### config.mk
export PLATFORM = sky130hd
export DESIGN_NAME = multicycle_control
export DESIGN_NICKNAME = d
export VERILOG_FILES = /design/src/rtl/multicycle_control.sv
export SDC_FILE = /design/constraint.sdc
export NUM_CORES = 1
export LEC_CHECK = 0
export ABC_AREA = 0
export CAP_MARGIN = 20
export CORE_MARGIN = 3
export CORE_UTILIZATION = 45
export DETAILED_ROUTE_END_ITERATION = 7
export GPL_TIMING_DRIVEN = 0
export MAX_ROUTING_LAYER = met4
export PLACE_DENSITY = 0.83
export SYNTH_ARGS = -nofsm -noshare
export SYNTH_HDL_FRONTEND = slang
export SYNTH_SLANG_ARGS = --single-unit
export TNS_END_PERCENT = 100
### constraint.sdc
create_clock -name clk -period 2 [get_ports clk]
set_input_delay 0.4 -clock clk [delete_from_list [all_inputs] [get_ports clk]]
set_output_delay 0.4 -clock clk [all_outputs]
set_load 0.005 [all_outputs]
### src/rtl/multicycle_control.sv
// multicycle_control: FETCH/DECODE/EXEC/MEM/WB control FSM with RAM/IO windows and sticky trap.
// Optional RV32M_EN: decodes mul/mulh/div/rem and stalls EXEC until alu_done.
module multicycle_control #(
    parameter int                   ADDR_HI_W      = 22,
    parameter logic [ADDR_HI_W-1:0] IO_HIGH        = 22'h3FFFFF,
    parameter logic [ADDR_HI_W-1:0] RAM_LIMIT_HIGH = 22'h000040,
    parameter int                   MEM_WAIT       = 1,
    parameter int                   IO_TIMEOUT     = 255
) (
    input  logic                 clk,
    input  logic                 rst_n,
    input  logic [31:0]          instruction,
    input  logic                 instr_valid,
    input  logic [ADDR_HI_W-1:0] alu_result_high,
    input  logic                 io_ready,
    input  logic                 alu_done,
    output logic                 ir_write,
    output logic                 pc_write,
    output logic [3:0]           ALUop,
    output logic                 ALUSrc,
    output logic                 sftmd,
    output logic [2:0]           branch_type,
    output logic                 jal,
    output logic                 jalr,
    output logic                 MemRead,
    output logic                 MemWrite,
    output logic                 IORead,
    output logic                 IOWrite,
    output logic                 MemorIOToReg,
    output logic                 RegWrite,
    output logic [2:0]           state,
    output logic                 trap,
    output logic [1:0]           trap_cause
);

    typedef enum logic [2:0] {
        S_FETCH  = 3'd0,
        S_DECODE = 3'd1,
        S_EXEC   = 3'd2,
        S_MEM    = 3'd3,
        S_WB     = 3'd4,
        S_TRAP   = 3'd7
    } state_t;

    typedef struct packed {
        logic [3:0] alu_op;
        logic       alu_src;
        logic       sftmd;
        logic [2:0] br;
        logic       jal;
        logic       jalr;
        logic       load;
        logic       store;
        logic       branch;
        logic       muldiv;
    } ctrl_t;

    state_t      st, st_nx;
    logic [31:0] ir;
    ctrl_t       ctl, dec;
    logic        dec_ok;
    logic        is_ram, is_io;
    logic [7:0]  cnt;
    logic        st_pc;
    logic [1:0]  cause, cause_nx;
    logic        unused_bits;

    logic [6:0] opc, f7;
    logic [2:0] f3;
    assign opc = ir[6:0];
    assign f3  = ir[14:12];
    assign f7  = ir[31:25];

`ifdef RV32M_EN
    assign unused_bits = ^{ir[24:15], ir[11:7]};
`else
    assign unused_bits = ^{ir[24:15], ir[11:7], alu_done};
`endif

    assign state = st;

    always_comb begin
        dec    = '0;
        dec_ok = 1'b1;
        unique case (opc)
            7'b0110011: begin
                unique case ({f7, f3})
                    {7'h00, 3'd0}: dec.alu_op = 4'd0;
                    {7'h20, 3'd0}: dec.alu_op = 4'd1;
                    {7'h00, 3'd4}: dec.alu_op = 4'd2;
                    {7'h00, 3'd6}: dec.alu_op = 4'd3;
                    {7'h00, 3'd7}: dec.alu_op = 4'd4;
                    {7'h00, 3'd1}: begin dec.alu_op = 4'd5; dec.sftmd = 1'b1; end
                    {7'h00, 3'd5}: begin dec.alu_op = 4'd6; dec.sftmd = 1'b1; end
                    {7'h20, 3'd5}: begin dec.alu_op = 4'd7; dec.sftmd = 1'b1; end
`ifdef RV32M_EN
                    {7'h01, 3'd0}: begin dec.alu_op = 4'hA; dec.muldiv = 1'b1; end
                    {7'h01, 3'd1}: begin dec.alu_op = 4'hB; dec.muldiv = 1'b1; end
                    {7'h01, 3'd4}: begin dec.alu_op = 4'hC; dec.muldiv = 1'b1; end
                    {7'h01, 3'd6}: begin dec.alu_op = 4'hD; dec.muldiv = 1'b1; end
`endif
                    default: dec_ok = 1'b0;
                endcase
            end
            7'b0010011: begin
                dec.alu_src = 1'b1;
                unique case (f3)
                    3'd0: dec.alu_op = 4'd0;
                    3'd4: dec.alu_op = 4'd2;
                    3'd6: dec.alu_op = 4'd3;
                    3'd7: dec.alu_op = 4'd4;
                    3'd1: begin
                        dec.alu_op = 4'd5;
                        dec.sftmd  = 1'b1;
                        dec_ok     = (f7 == 7'h00);
                    end
                    3'd5: begin
                        dec.alu_op = (f7 == 7'h20) ? 4'd7 : 4'd6;
                        dec.sftmd  = 1'b1;
                        dec_ok     = (f7 == 7'h00) || (f7 == 7'h20);
                    end
                    default: dec_ok = 1'b0;
                endcase
            end
            7'b0000011: begin
                dec.alu_src = 1'b1;
                dec.load    = 1'b1;
                dec_ok      = (f3 != 3'd3) && (f3 != 3'd6) && (f3 != 3'd7);
            end
            7'b0100011: begin
                dec.alu_src = 1'b1;
                dec.store   = 1'b1;
                dec_ok      = (f3 == 3'd0) || (f3 == 3'd1) || (f3 == 3'd2);
            end
            7'b1100011: begin
                dec.alu_op = 4'd1;
                dec.branch = 1'b1;
                unique case (f3)
                    3'd0: dec.br = 3'd1;
                    3'd1: dec.br = 3'd2;
                    3'd4: dec.br = 3'd3;
                    3'd5: dec.br = 3'd4;
                    3'd6: dec.br = 3'd5;
                    3'd7: dec.br = 3'd6;
                    default: dec_ok = 1'b0;
                endcase
            end
            7'b1101111: dec.jal = 1'b1;
            7'b1100111: begin
                dec.jalr    = 1'b1;
                dec.alu_src = 1'b1;
                dec_ok      = (f3 == 3'd0);
            end
            7'b0110111: begin dec.alu_op = 4'd8; dec.alu_src = 1'b1; end
            7'b0010111: begin dec.alu_op = 4'd9; dec.alu_src = 1'b1; end
            default: dec_ok = 1'b0;
        endcase
    end

    always_ff @(posedge clk or negedge rst_n) begin
        if (!rst_n) begin
            st     <= S_FETCH;
            ir     <= '0;
            ctl    <= '0;
            is_ram <= 1'b0;
            is_io  <= 1'b0;
            cnt    <= '0;
            st_pc  <= 1'b0;
            cause  <= '0;
        end else begin
            st <= st_nx;
            if (st == S_FETCH && instr_valid)
                ir <= instruction;
            if (st == S_DECODE)
                ctl <= dec;
            if (st == S_EXEC && st_nx == S_MEM) begin
                is_io  <= (alu_result_high == IO_HIGH);
                is_ram <= (alu_result_high < RAM_LIMIT_HIGH);
            end
            cnt   <= (st == S_MEM) ? cnt + 8'd1 : 8'd1;
            st_pc <= (st == S_MEM) && (st_nx == S_FETCH);
            if (st != S_TRAP && st_nx == S_TRAP)
                cause <= cause_nx;
        end
    end

    always_comb begin
        st_nx        = st;
        cause_nx     = cause;
        ir_write     = 1'b0;
        pc_write     = 1'b0;
        ALUop        = '0;
        ALUSrc       = 1'b0;
        sftmd        = 1'b0;
        branch_type  = '0;
        jal          = 1'b0;
        jalr         = 1'b0;
        MemRead      = 1'b0;
        MemWrite     = 1'b0;
        IORead       = 1'b0;
        IOWrite      = 1'b0;
        MemorIOToReg = 1'b0;
        RegWrite     = 1'b0;
        trap         = 1'b0;
        trap_cause   = '0;
        unique case (st)
            S_FETCH: begin
                // reset gates the one output driven by a live input
                ir_write = instr_valid & rst_n;
                pc_write = st_pc;
                if (instr_valid)
                    st_nx = S_DECODE;
            end
            S_DECODE: begin
                if (dec_ok) begin
                    st_nx = S_EXEC;
                end else begin
                    st_nx    = S_TRAP;
                    cause_nx = 2'd0;
                end
            end
            S_EXEC: begin
                ALUop       = ctl.alu_op;
                ALUSrc      = ctl.alu_src;
                sftmd       = ctl.sftmd;
                branch_type = ctl.br;
                jal         = ctl.jal;
                jalr        = ctl.jalr;
                if (ctl.load || ctl.store) begin
                    st_nx = S_MEM;
                end else if (ctl.branch) begin
                    pc_write = 1'b1;
                    st_nx    = S_FETCH;
                end else if (ctl.muldiv) begin
`ifdef RV32M_EN
                    if (alu_done)
                        st_nx = S_WB;
`else
                    st_nx = S_WB;
`endif
                end else begin
                    st_nx = S_WB;
                end
            end
            S_MEM: begin
                if (is_io) begin
                    IORead  = ctl.load;
                    IOWrite = ctl.store;
                    if (io_ready) begin
                        st_nx = ctl.load ? S_WB : S_FETCH;
                    end else if (cnt == 8'(IO_TIMEOUT)) begin
                        st_nx    = S_TRAP;
                        cause_nx = 2'd2;
                    end
                end else if (is_ram) begin
                    MemRead  = ctl.load;
                    MemWrite = ctl.store;
                    if (cnt == 8'(MEM_WAIT))
                        st_nx = ctl.load ? S_WB : S_FETCH;
                end else begin
                    st_nx    = S_TRAP;
                    cause_nx = 2'd1;
                end
            end
            S_WB: begin
                RegWrite     = 1'b1;
                pc_write     = 1'b1;
                jal          = ctl.jal;
                jalr         = ctl.jalr;
                MemorIOToReg = ctl.load;
                st_nx        = S_FETCH;
            end
            S_TRAP: begin
                trap       = 1'b1;
                trap_cause = cause;
            end
            default: st_nx = S_FETCH;
        endcase
    end

endmodule

**Wire density map**

Bar = 20 µm. 17 x 17 tiles, from white (low) to dark blue (high), scaled to the fullest tile. Values are wire area over tile area, all layers added.
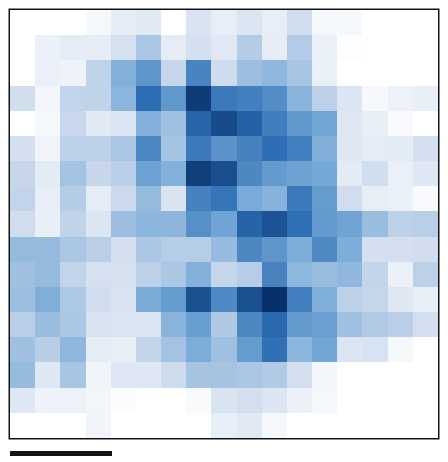
tiles over half the peak	19%
nearly empty tiles	15%
emptiest ninth of the die	north-east
routed len/inst: 15.9 µm
via count: 2602
Total Wirelength: 7290 µm
All-Layer GR Usage: 21.2%

**Met3 routing**

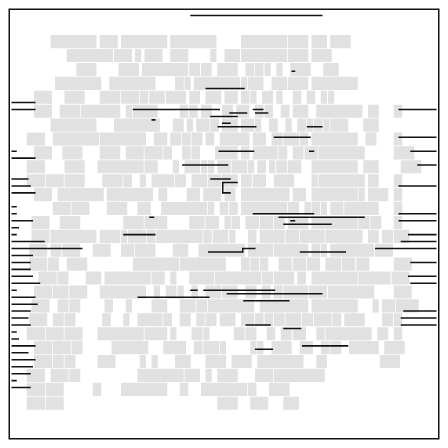
nets with wire on the layer	74
main direction	horizontal
share of all routed wire	6.4%
wire length on this layer	464 µm
GR Util met3: 3.16%

**Close-up of the layout**

Region (22, 22) to (62, 62) µm. Cells in grey, sequential cells in the stronger grey; small squares are vias.
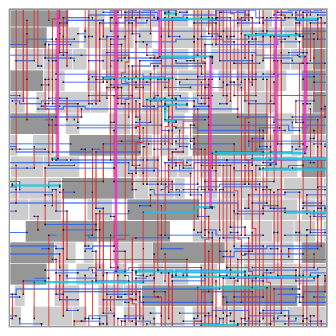
layer	colour
M1	blue
M2	red
M4	magenta
M3	cyan
cells with their middle in the window	153
netlist names of flops here include	ir (5), cnt (4), ctl (3)
sequential cells in the window	15
most frequent	nand2_1 (15), o21ai_0 (13), dfrtp_1 (13)

**Clock distribution**

Bar = 20 µm.
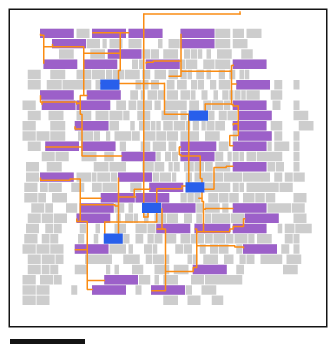
[clock-net drivers] blue | count: 5
[flip-flops] purple | count: 47
[clock wires] orange | length: 601 µm
routed clock nets	6
P_clk: 0.000584 W
clock share of power: 13.1%
clk_skew: 0.0111 ns
Clk Latency, worst-skew pair: 0.31 ns

**The clock network**

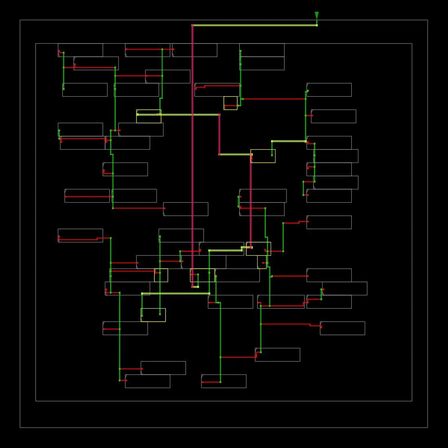
registers: 47
clock sink total: 47

==> CHANGELOG.md <==
### Implementation results

* Die area at 7010 µm²
* M1 GR Usage at 26.5%
* Routability Congestion at 0.913
* Post-CTS setup buffers at 17
* CP max FO at 6
* Seq pwr share at 32.8%
* Yosys cell count at 287
* Met1 WL at 3100 µm
* Number of synthesized flops with an enable pin at 0
* Worst path cell trace: buf_6, buf_6, nor4b_4, buf_6, and2_4, buf_6
* Share of cells above drive strength 1 at 28.0%
* Violated checks: setup timing
* Pin count of the biggest net entering global routing at 35
* Yosys stat area at 2720 µm²
* Layout non-clock buf frac at 25.2%
* Vias in the first global route at 2473
* Boundary Pins at 84
* Cell area after layout at 3940 µm²
* Top_reg_cell synth: dfrtp_1
* Synthesized cell area at 2720 µm²
* Fa+ha+maj area frac at 0.921%
* H-tree Lvls at 2
* Most frequent CP cell: buf_6
* Synth-to-layout area growth at 45.1%
* Combinational share of cell area at 39.9%
* Pleak at 1.68 nW
* DRT iter0 DRCs at 236
* Top Metal Used: met4
* Synthesis Warnings at 0
* End of the critical path: ir_write
* Critical path's largest stage delay at 0.40 ns
* Post-Synth AOI/OAI Area at 14.3%
* Total power draw at 0.00444 W
* Post-route non-filler standard cell count at 458
* Crit-path slowest cell: dfrtp_1
* Top cells by area: dfrtp_1, mux2_2, o21ai_0
* Fin Hold WS at 0.0706 ns
* Die y size at 83.7 µm
* Max_cap viols at 0
* Area after DPL at 3490 µm²
* Biggest regs: ir: 17 flops, ctl: 14 flops, cnt: 8 flops
* Unrepaired setup endpoints after global routing: yes
* Count of pins over their slew limit at 0
* Antenna diodes at 0
* Async set-reset flop share out of synthesis at 100%
* Top cell category: multi-input combinational cells
* Status: finished, violations left
* Clock slew at reported path FFs at 0.10 ns
* Cells after DPL at 427
* Setup CP Type: flop to output pin
* R2R depth at 5
* FP Rows at 27
* Most instantiated logic cells after routing: dfrtp_1, clkdlybuf4s50_1, nand2_1
* Biggest consumer: combinational cells
* Clk buf depth at 2
* TritonRoute pass-1 iters at 4
* Max-Slew Margin vs Limit at 54.9%
* Synth top area share at 43.3%
* First-pass GRT wire length at 11600 µm
* Comb power frac at 54.0%
* Cell count after synthesis at 287
* Num CTS Buffers at 5
* Largest Register: ir
* Sw Share at 39.9%
* Hold Crit Class: primary input to async pin
* Crit Reg-Reg Startpoint: ir[3]$_DFFE_PN0P_
* Core ar. at 5680 µm²
* Period utilization at 106%
* Cell taking the most area after synthesis: dfrtp_1
* Port Buffers at 67
* CP arrival at 1.72 ns
* Logic area at 1570 µm²
* Layout fillers at 439
* Tap Count at 72
* Post-Place Worst Slack at -0.711 ns
* And+or+nand+nor area frac at 29.0%
* Final net count at 446
* Syn Nets at 348
* Commonest cells in the synthesized netlist: dfrtp_1, nand2_1, o21ai_0, nor2_1, and2_1
* Internal power at 0.00267 W
* RR Endpoint: state[2]$_DFF_PN0_
* Largest delay share family, worst path: simple AND/OR/NAND/NOR gates
* Register bit total from synthesis at 47
* Setup tns final at -0.318 ns
* Via/cell ratio at 5.68
* Post-layout min period at 2.12 ns
* Yosys xor share at 2.58%
* Initial antenna violation count at 0
* Worst Path Buf+Inv at 4
* Setup slack after layout at -0.119 ns
* Hpwl dp at 4960 µm
* CTS tree: built
* Max reg flops at 17
* Seq share, synth at 43.3%
* Syn Area/Cell at 9.47 µm²
* Combinational gates at 220
* Comb area leader: simple AND/OR/NAND/NOR gates
* Met2 WL at 3580 µm
* Psw at 0.00177 W
* Sequential cell area at 1180 µm²
* GR peak layer: met2
* Final tally of hold violations at 0
* DRC viols at 0
* P_comb at 0.00240 W
* Fmax achieved at 0.472 GHz
* Cell Type Count at 57
* Die X at 83.7 µm
* Crit path DRT at 1.60 ns
* Pre-Place Util at 47.9%
* CTS root buf: clkbuf_8
* Met2 Track Usage GR at 35.0%
* MUX area fraction at 6.54%
* Count of tool warnings at 45
* Logic inverters at 5
* Most common cell after layout, fill and taps aside: dfrtp_1
* Sequential power at 0.00146 W
* Critical Path Source: state[2]$_DFF_PN0_
* # setup viols final at 10
* Post-layout util at 69.5%
* GRT overflow at 0
* Crit path depth at 6
* CTS resizes at 105
* VDD IR max at 0.633 mV
* Sequential fraction of total cell area at 29.9%
* Reg2reg setup slack at 0.14 ns
* Startpoint class of the critical path: flop
* Worst slew pin tran at 0.670 ns
No activity file was given, so power comes from the tool's default toggle rates.
